**PDN straps and rails**

Pins as bars on the die edge. Tap cells in grey.
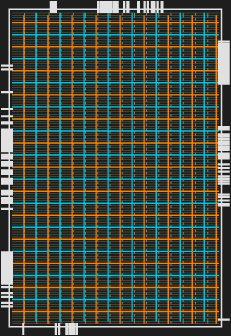
**Placement by cell class**

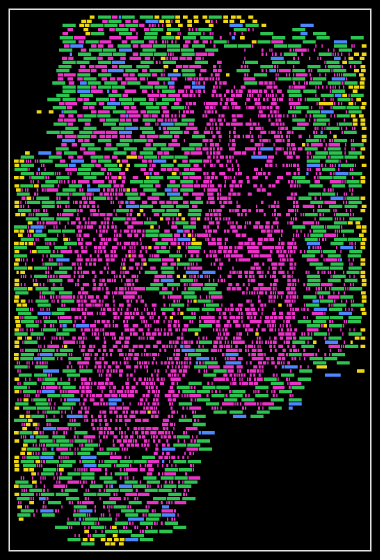
**Clock distribution**

Bar = 50 um.
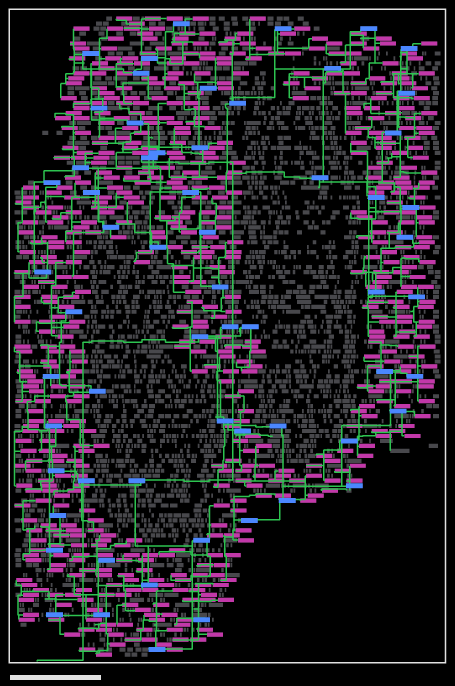
==> config.mk <==
export PLATFORM = sky130hd
export DESIGN_NAME = vvm_phase_avg
export DESIGN_NICKNAME = d
export VERILOG_FILES = /design/src/rtl/vvm_pkg.sv /design/src/rtl/wrap_iir_step.sv /design/src/rtl/vvm_phase_avg.sv
export SDC_FILE = /design/constraint.sdc
export NUM_CORES = 2
export LEC_CHECK = 0
export CORE_AREA = 2 2 236 355
export DETAILED_ROUTE_END_ITERATION = 12
export DIE_AREA = 0 0 238 357
export PLACE_DENSITY = 0.66
export SLEW_MARGIN = 20
export SYNTH_ARGS = -nofsm -noshare
export SYNTH_HDL_FRONTEND = slang
export SYNTH_SLANG_ARGS = --single-unit
==> constraint.sdc <==
create_clock -name sample_clk -period 11.69 [get_ports sample_clk]
set_input_delay 3.507 -clock sample_clk [delete_from_list [all_inputs] [get_ports sample_clk]]
set_output_delay 3.507 -clock sample_clk [all_outputs]
set_load 0.02 [all_outputs]
==> src/rtl/vvm_pkg.sv <==
// Shared definitions for the vvm result-stream consumers: FSM encoding,
// IIR fraction default and the modulo-2^DW phase subtraction.
package vvm_pkg;

    localparam int VVM_DW     = 21;
    localparam int W_FRAC_DEF = 15;

    typedef enum logic [1:0] {
        ST_IDLE    = 2'd0,
        ST_COLLECT = 2'd1,
        ST_COMPUTE = 2'd2,
        ST_DONE    = 2'd3
    } fsm_state_t;

    // Phase words are fractions of a full turn, so plain two's-complement
    // wrap of the difference is exactly the modulo-2pi relative phase.
    function automatic logic [VVM_DW-1:0] wrap_sub(input logic [VVM_DW-1:0] a,
                                                   input logic [VVM_DW-1:0] b);
        return a - b;
    endfunction

endpackage

==> src/rtl/wrap_iir_step.sv <==
// One first-order IIR update, shared by all lanes: s += (x*2^W_FRAC - s) >>> k.
// Phase lanes wrap the error term so averaging across +/-pi stays on the short arc.
module wrap_iir_step
    import vvm_pkg::*;
#(
    parameter int DW     = VVM_DW,
    parameter int W_FRAC = W_FRAC_DEF
) (
    input  logic signed [DW-1:0]        x,
    input  logic signed [DW+W_FRAC-1:0] s,
    input  logic        [3:0]           k,
    input  logic                        is_phase,
    input  logic                        seed,
    output logic signed [DW+W_FRAC-1:0] s_next
);

    localparam int SW = DW + W_FRAC;

    logic signed [SW-1:0] xs;
    logic signed [SW:0]   diff_full;
    logic signed [SW:0]   diff;
    logic signed [SW:0]   step;
    logic        [3:0]    k_eff;

    always_comb begin
        xs        = {x, {W_FRAC{1'b0}}};
        k_eff     = (int'(k) > W_FRAC) ? 4'(W_FRAC) : k;
        diff_full = {xs[SW-1], xs} - {s[SW-1], s};
        // magnitude keeps the full-width error; phase reduces it modulo 2^SW
        diff      = is_phase ? {diff_full[SW-1], diff_full[SW-1:0]} : diff_full;
        step      = diff >>> k_eff;
        s_next    = seed ? xs : SW'({s[SW-1], s} + step);
    end

endmodule

==> src/rtl/vvm_phase_avg.sv <==
// Deserializes vvm_dsp result frames, forms phase relative to channel 0 and
// smooths magnitude / relative phase per lane for the CSR readout.
//
//  state      | meaning
//  -----------+------------------------------------------------------------
//  ST_IDLE    | waiting for the first word of a frame
//  ST_COLLECT | capturing mag/phs words into the input buffer
//  ST_COMPUTE | one channel per cycle through the shared IIR datapath
//  ST_DONE    | latch output registers (unless hold), pulse valid_out
module vvm_phase_avg
    import vvm_pkg::*;
#(
    parameter int DW     = VVM_DW,
    parameter int N_CH   = 4,
    parameter int W_FRAC = W_FRAC_DEF
) (
    input  logic                 sample_clk,
    input  logic                 sample_rst_n,
    input  logic [DW-1:0]        stream_in,
    input  logic                 strobe_in,
    input  logic [3:0]           iir_shift,
    input  logic                 hold,
    input  logic                 err_clr,
    output logic [N_CH*DW-1:0]   mag_out,
    output logic [N_CH*DW-1:0]   phs_out,
    output logic                 valid_out,
    output logic                 frame_err,
    output logic                 overrun
);

    localparam int SW  = DW + W_FRAC;
    localparam int CHW = (N_CH > 1) ? $clog2(N_CH) : 1;
    localparam int CW  = CHW + 1;
    localparam logic [CW-1:0]  LAST_WORD = CW'(2*N_CH - 1);
    localparam logic [CHW-1:0] LAST_CH   = CHW'(N_CH - 1);

    fsm_state_t           state;
    logic [CW-1:0]        word_cnt;
    logic [CHW-1:0]       ch;
    logic [DW-1:0]        word_buf [2*N_CH];
    logic signed [SW-1:0] s_mag [N_CH];
    logic signed [SW-1:0] s_phs [N_CH];
    logic                 seed;
    logic                 burst_ign;

    logic [DW-1:0]        mag_x;
    logic [DW-1:0]        phs_x;
    logic signed [SW-1:0] mag_s_next;
    logic signed [SW-1:0] phs_s_next;
    logic                 fe_set;
    logic                 ov_set;

    assign fe_set = (state == ST_COLLECT) && !strobe_in;
    assign ov_set = strobe_in && ((state == ST_COMPUTE) || (state == ST_DONE));

    assign mag_x = word_buf[{ch, 1'b0}];
    assign phs_x = wrap_sub(word_buf[{ch, 1'b1}], word_buf[1]);

    wrap_iir_step #(.DW(DW), .W_FRAC(W_FRAC)) u_mag_step (
        .x        (mag_x),
        .s        (s_mag[ch]),
        .k        (iir_shift),
        .is_phase (1'b0),
        .seed     (seed),
        .s_next   (mag_s_next)
    );

    wrap_iir_step #(.DW(DW), .W_FRAC(W_FRAC)) u_phs_step (
        .x        (phs_x),
        .s        (s_phs[ch]),
        .k        (iir_shift),
        .is_phase (1'b1),
        .seed     (seed),
        .s_next   (phs_s_next)
    );

    always_ff @(posedge sample_clk or negedge sample_rst_n) begin
        if (!sample_rst_n) begin
            state     <= ST_IDLE;
            word_cnt  <= '0;
            ch        <= '0;
            seed      <= 1'b1;
            burst_ign <= 1'b0;
            valid_out <= 1'b0;
            mag_out   <= '0;
            phs_out   <= '0;
            frame_err <= 1'b0;
            overrun   <= 1'b0;
            for (int i = 0; i < 2*N_CH; i++) word_buf[i] <= '0;
            for (int n = 0; n < N_CH; n++) begin
                s_mag[n] <= '0;
                s_phs[n] <= '0;
            end
        end else begin
            valid_out <= 1'b0;
            frame_err <= fe_set | (frame_err & ~err_clr);
            overrun   <= ov_set | (overrun & ~err_clr);

            // a burst that collided with COMPUTE/DONE is skipped until strobe falls
            if (!strobe_in)  burst_ign <= 1'b0;
            else if (ov_set) burst_ign <= 1'b1;

            case (state)
                ST_IDLE: begin
                    if (strobe_in && !burst_ign) begin
                        word_buf[0] <= stream_in;
                        word_cnt    <= CW'(1);
                        state       <= ST_COLLECT;
                    end
                end
                ST_COLLECT: begin
                    if (!strobe_in) begin
                        state <= ST_IDLE;
                    end else begin
                        word_buf[word_cnt] <= stream_in;
                        if (word_cnt == LAST_WORD) begin
                            ch    <= '0;
                            state <= ST_COMPUTE;
                        end else begin
                            word_cnt <= word_cnt + 1'b1;
                        end
                    end
                end
                ST_COMPUTE: begin
                    s_mag[ch] <= mag_s_next;
                    if (ch != '0) s_phs[ch] <= phs_s_next;
                    if (ch == LAST_CH) begin
                        seed  <= 1'b0;
                        state <= ST_DONE;
                    end else begin
                        ch <= ch + 1'b1;
                    end
                end
                ST_DONE: begin
                    if (!hold) begin
                        valid_out        <= 1'b1;
                        phs_out[DW-1:0]  <= word_buf[1];
                        for (int n = 0; n < N_CH; n++)
                            mag_out[n*DW +: DW] <= s_mag[n][SW-1:W_FRAC];
                        for (int n = 1; n < N_CH; n++)
                            phs_out[n*DW +: DW] <= s_phs[n][SW-1:W_FRAC];
                    end
                    state <= ST_IDLE;
                end
                default: state <= ST_IDLE;
            endcase
        end
    end

endmodule

==> results_dict.tcl <==
# flow metrics
set metrics [dict create \
    grt_start_max_net_pins 184 \
    ctsRootBufferMaster "sky130_fd_sc_hd__clkbuf_16" \
    unrepaired_setup_endpoints_after_global_routing "no" \
    grt_usage_pct 24.9 \
    max-cap-violations 0 \
    netlist_top_cells_area "sky130_fd_sc_hd__dfrtp_1 (43%), sky130_fd_sc_hd__nand2_1 (9.2%), sky130_fd_sc_hd__mux4_2 (7.6%)" \
    ant_nets 0 \
    htreeDepth 2 \
    grt_pass1_vias 29400 \
    log.warning_count 35 \
    cts_hold_repair.buffers 0 \
    synth_flops 636 \
    cts_max_path_buffers 3 \
    design.final.nets 4153 \
    area_overhead_of_the_layout_relative_to_synthesis_pct 13.0 \
    finalHoldViolations 0 \
    drt_pass1_iterations 6 \
    ys.warnings.count 0 \
    yosysTopAreaCellShare_pct 42.5 \
    viasPerCell 5.83 \
    grt_antenna_before_repair 1 \
    synth_cell_types 94 \
    dr_vias 29600 \
    yosys.area.top_type "sky130_fd_sc_hd__dfrtp_1" \
    post_route_cells_drive_above_1_share_pct 12.9 \
    edf_count 0 \
    ctsResizeCount 0 \
    worst_slew_margin_relative_to_its_limit_pct 26.6 \
    fin_crit_ps 10520 \
    critPathTopFamily "AND-OR/OR-AND gates" \
    timing.critical_path.to_type "flip-flop" \
    tightest_slew_ps 1100 \
    synth_nets 4105 \
    routed_wirelength_um 106000 \
    routabilityCongestion 0.977 \
    timing.setup.critical_path_class "flip-flop to flip-flop" \
    synth_async_sr_flop_share_pct 100 \
    max_freq_ghz 0.0951 \
    hp-class "flip-flop to flip-flop" \
    fin_crit_sh_pct 90.0 \
    synth_cells 3936 \
    floorplan.io_pins 201 \
    worst_ep_required_time_ps 12270 \
    synth-area-yosys_mm2 0.0374 \
    yosys_cells 3936 \
    fillCellCount 7491 \
    clock_edge_transition_at_the_registers_on_the_reported_setup_and_hold_paths_ps 70 \
    cp.arrival_ps 11090 \
    die_area_mm2 0.0850 \
    cts_tree "built" \
    place.port_buffers 200 \
    timing.critical_path.slowest_stage_cell "sky130_fd_sc_hd__dfrtp_4" \
    critical-path-max-stage-delay_ps 830 \
    timing.final.setup_violations 0 \
    fin_cells 5083 \
    clock_sinks 636 \
    yosys.cell_count.top_type "sky130_fd_sc_hd__nand2_1" \
    die-width_um 238 \
    drtIter0Drc 1923 \
    top_cells_by_count "sky130_fd_sc_hd__nand2_1 (912), sky130_fd_sc_hd__dfrtp_1 (635), sky130_fd_sc_hd__o21ai_0 (391)" \
    postSynthAreaPerCell_um2 9.49 \
    syn-cell-area_mm2 0.0374 \
    placed_cells 4968 \
    place_hpwl_um 76400 \
    finalSetupTns_ps 0 \
    grt-ovfl-total 0 \
    timing.critical_path.buf_inv 0 \
    post-route-drc-count 0 \
    seq_area_frac_synth_pct 42.6 \
    detail_route.wl_per_cell_um 20.9 \
    status "completed" \
    critical_path_peak_fanout 30 \
    fp_util_pct 45.6 \
    timing.critical_path.from_type "flip-flop" \
    cts_buffers 61 \
    grt_first_pass_wirelength_um 167000 \
    main_flop_type_after_synthesis "sky130_fd_sc_hd__dfrtp_1" \
    slew_viol_final 0 \
    cts_post_setup_buffers_inserted 0 \
]
-- 'PDN straps and rails' (at the start) --
[orange] VSS
[cyan] VDD
met1 rails: 130
tap cells: 1048
rows: 129
met4 straps: 17
core outline area: 0.0820 mm^2
height of the chip: 357 um

-- 'placement by cell class' (at the start) --
[green] flip-flops | cells: 636 | share of their area: 39%
[yellow] other buffers and delay cells | cells: 241 | share of their area: 5.7%
[blue] clock drivers and dummy loads | cells: 113 | share of their area: 5.2%
[magenta] all other logic | cells: 3044 | share of their area: 50%
Core Util, Final: 51.5%
proportion of cell area occupied by registers: 37.7%
Row Count: 129
area of all placed cells without fillers: 0.0422 mm^2

-- 'clock distribution' (at the start) --
[blue] cells driving clock nets | count: 61
[green] clock wires | length: 8040 um
[magenta] flip-flops | count: 636
routed clock nets: 62
Insertion Delay late pin: 680 ps
skew final: 58.3 ps

-- final timing paths --
check                              end    startpoint  slack [ps]  depth (start not counted)
max reg2reg                  s_phs[35]         ch[0]        1170                         33
min in group asynchronous  phs_out[44]  sample_rst_n        2910                          1
max                          s_phs[35]         ch[0]        1170                         33
min                         s_phs[120]    s_phs[120]         370                          0
min reg2reg                 s_phs[120]    s_phs[120]         370                          0
max in group asynchronous        ch[1]  sample_rst_n        6910                          3
-- placed cells by master (no fill, tap or decap), types with 77 or more instances in the layout --
cell | synthesis | final
sky130_fd_sc_hd__nand2_1 | 912 | 908
sky130_fd_sc_hd__dfrtp_1 | 635 | 633
sky130_fd_sc_hd__o21ai_0 | 391 | 391
sky130_fd_sc_hd__clkdlybuf4s50_1 | 0 | 195
sky130_fd_sc_hd__mux2_2 | 192 | 192
sky130_fd_sc_hd__a21oi_1 | 183 | 183
sky130_fd_sc_hd__nor2_1 | 170 | 169
sky130_fd_sc_hd__ha_1 | 136 | 136
sky130_fd_sc_hd__mux4_2 | 126 | 126
sky130_fd_sc_hd__inv_1 | 114 | 111
sky130_fd_sc_hd__mux2i_1 | 101 | 101
sky130_fd_sc_hd__xnor2_1 | 77 | 77
-- area by class of cell --
type	count	area [um^2]	area share [%]
sequential	636	15900	37.7
clock buffer	86	1760	4.17
antenna	1	2.50	0.00593
inverter	118	445	1.05
multi-input combinational	2926	20100	47.5
clock inverter	27	373	0.883
timing repair buffer	241	2350	5.57
tap	1048	1310	3.11
-- flip-flops by register name, summed over array words and instances, names as in the netlist, 2 cells and up, named ones only --
| name | cells |
|---|---|
| mag_out | 84 |
| ch | 2 |
| phs_out | 84 |
| word_buf | 168 |
| s_phs | 144 |
| word_cnt | 3 |
| s_mag | 144 |
-- per-layer routing --
metal  global-route usage (%)  up-vias  wire length (um)
met5                        0        -                 0
met2                     44.0      829             53300
met1                     30.3    14600             42800
li1                         -    14000                 -
met3                     3.33      251              4840
met4                     11.5        0              5120
-- logic make-up after synthesis --
logic type,count (synthesis),synth area share (%)
flip-flops,636,42.6
multiplexers,420,16.2
AND-OR/OR-AND,884,14.3
XOR/XNOR,125,3.02
adder cells (fa/ha/maj),140,4.74
AND/OR/NAND/NOR,1357,15.4
buffers and inverters,374,3.81
-- per-stage QoR --
step                      utilization (%)  area (um^2)  hold WS (ps)  setup slack, ps
after floorplan                         -        37400           422             1190
after global placement               48.9        40100           360             1430
after detailed placement             48.9        40100           363             1320
after CTS                            51.5        42200           375             1250
after global routing                 51.5        42200           384              221
final                                51.5        42200           370             1170
